**I/O pins on the die edge**

Drawn at 4 px/um. Pins as bars across the die edge, other pins in grey.
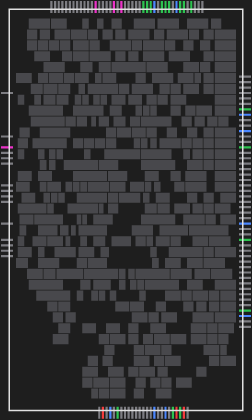
**The clock network**

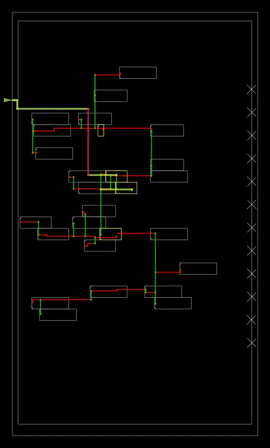
**Met2 routing**

Drawn at 4 px/um. Cells faint in the background.
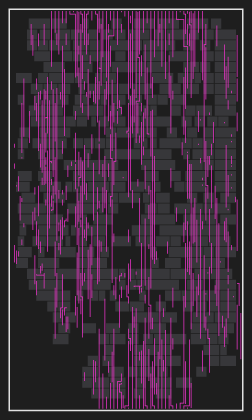
**src/rtl/lc3_decode.sv**
```systemverilog
// lc3_decode: LC-3 decode stage, waits out BRAM latency then latches IR and splits it into fields
module lc3_decode #(
  parameter int MEM_LAT = 1
) (
  input  logic        clk,
  input  logic        rst,
  input  logic        decode_start,
  input  logic        flush,
  input  logic [15:0] mem_dout,
  output logic [15:0] ir_out,
  output logic [3:0]  opCode_out,
  output logic [2:0]  dr_out,
  output logic [2:0]  sr1_out,
  output logic [2:0]  sr2_out,
  output logic        imm_flag,
  output logic [15:0] imm5_sext,
  output logic [15:0] off6_sext,
  output logic [8:0]  off9_out,
  output logic [15:0] off9_sext,
  output logic [15:0] off11_sext,
  output logic [2:0]  br_nzp_out,
  output logic        illegal,
  output logic        busy,
  output logic        decode_done
);
  typedef enum logic [1:0] {IDLE, WAIT, DONE} state_t;
  state_t      state_q, state_d;
  logic [2:0]  cnt_q, cnt_d;
  logic [15:0] ir_q, ir_d;
  logic        ill_q, ill_d, done_q, done_d, go, cap;
  // next-state: flush aborts a busy decode and beats a same-edge start; IR moves only on capture
  always_comb begin
    go      = state_q == IDLE && decode_start && !flush;
    cap     = state_q == WAIT && !flush && cnt_q == 3'(MEM_LAT);
    state_d = go ? WAIT : state_q == IDLE || flush || state_q == DONE ? IDLE : cap ? DONE : WAIT;
    cnt_d   = go ? 3'd1 : state_q == WAIT && !flush && !cap ? cnt_q + 3'd1 : 3'd0;
    ir_d    = cap ? mem_dout : ir_q;
    ill_d   = cap ? mem_dout[15:12] == 4'b1101 : ill_q;
    done_d  = cap;
  end
  // state, counter and registered outputs
  always_ff @(posedge clk) begin
    if (rst) begin
      state_q <= IDLE;
      cnt_q   <= 3'd0;
      ir_q    <= 16'd0;
      ill_q   <= 1'b0;
      done_q  <= 1'b0;
    end else begin
      state_q <= state_d;
      cnt_q   <= cnt_d;
      ir_q    <= ir_d;
      ill_q   <= ill_d;
      done_q  <= done_d;
    end
  end
  assign ir_out      = ir_q;
  assign opCode_out  = ir_q[15:12];
  assign dr_out      = ir_q[11:9];
  assign sr1_out     = ir_q[8:6];
  assign sr2_out     = ir_q[2:0];
  assign imm_flag    = ir_q[5];
  assign imm5_sext   = {{11{ir_q[4]}}, ir_q[4:0]};
  assign off6_sext   = {{10{ir_q[5]}}, ir_q[5:0]};
  assign off9_out    = ir_q[8:0];
  assign off9_sext   = {{7{ir_q[8]}}, ir_q[8:0]};
  assign off11_sext  = {{5{ir_q[10]}}, ir_q[10:0]};
  assign br_nzp_out  = ir_q[15:12] == 4'b0000 ? ir_q[11:9] : 3'b000;
  assign illegal     = ill_q;
  assign busy        = state_q != IDLE;
  assign decode_done = done_q;
endmodule

```
**config.mk**
```make
export PLATFORM = sky130hd
export DESIGN_NAME = lc3_decode
export DESIGN_NICKNAME = d
export VERILOG_FILES = /design/src/rtl/lc3_decode.sv
export SDC_FILE = /design/constraint.sdc
export NUM_CORES = 1
export LEC_CHECK = 0
export ABC_AREA = 0
export CAP_MARGIN = 20
export CORE_ASPECT_RATIO = 1.75
export CORE_UTILIZATION = 30
export CTS_CLUSTER_SIZE = 10
export DETAILED_ROUTE_END_ITERATION = 6
export GPL_ROUTABILITY_DRIVEN = 0
export GPL_TIMING_DRIVEN = 0
export PLACE_DENSITY = 0.77
export SYNTH_ARGS = -nofsm -noshare
export SYNTH_HDL_FRONTEND = slang
export SYNTH_SLANG_ARGS = --single-unit
export TNS_END_PERCENT = 10
```
**constraint.sdc**
```tcl
create_clock -name clk -period 1.2 [get_ports clk]
set_input_delay 0.24 -clock clk [delete_from_list [all_inputs] [get_ports clk]]
set_output_delay 0.24 -clock clk [all_outputs]
set_load 0.05 [all_outputs]
```
==> flow_metrics.tcl <==
# yosys + openroad results
set metrics [dict create \
    setup_viol 56 \
    r2r_start "state_q[1]" \
    viasPerCell 4.273 \
    stdcell_area_um2 3577 \
    p_clk_frac 0.300 \
    grt_util_met1 0.1717 \
    outcome "finished, violations left" \
    max_freq_ghz 0.6544 \
    clock_area_frac 0.01259 \
    grt_overflow 0 \
    yosys.area.top_type "buf_4" \
    synthTopCellsByCount "buf_4, dfxtp_1, o21ai_1" \
    mux_share 0 \
    busiest_layer "met2" \
    place_hpwl_um 3567 \
    area_leaders "buf_4, dfxtp_1, o21ai_1" \
    drcViolationCount 12 \
    worstHoldPathCells 2 \
    synth.distinct_cells 26 \
    simple_gate_share 0.1300 \
    drv_slew 0 \
    violations "DRC, setup timing" \
    power.group.top "sequential cells" \
    fillers 434 \
    tns_ps -4257 \
    startpoint_type "flip-flop" \
    worstRegToRegCells 5 \
    diodes 0 \
    num_rows 35 \
    edf_count 0 \
    path_cells "nor4_4, and2_4, buf_8" \
    final.min_clock_period_ps 1528 \
    finalWorstSetupSlack_ps -328.0 \
    wl_met1_um 1744 \
    warnings 30 \
    core-area_um2 5255 \
    lay_top_count "buf_4" \
    pwr-share-comb 0.222 \
    hold_path_startpoint "flush" \
]
Back to the opening pictures, 'I/O pins on the die edge':
legend:
  `off9_sext`:
    colour: green
    pins: 16
    direction: output
    edge: 9 top, 4 right, 3 bottom
  `off9_out`:
    colour: blue
    pins: 9
    direction: output
    edge: 4 right, 3 bottom, 2 top
  `sr2_out`:
    colour: red
    pins: 3
    direction: output
    edge: bottom
  `opCode_out`:
    colour: magenta
    pins: 4
    direction: output
    edge: 3 top, 1 left
all pins by edge: 47 right, 42 top, 25 bottom, 15 left

Back to the opening pictures, 'the clock network':
clk_lat worst skew: 260 ps
Clock Skews: 6.220 ps
clk_buf instances: 4
clock sinks: 23

Back to the opening pictures, 'met2 routing':
main direction: vertical
longest straight run: 41.1 um
wire length on this layer: 3100 um
nets with wire on the layer: 312

Power figures rest on the tool's default switching activity, not on a simulated workload.
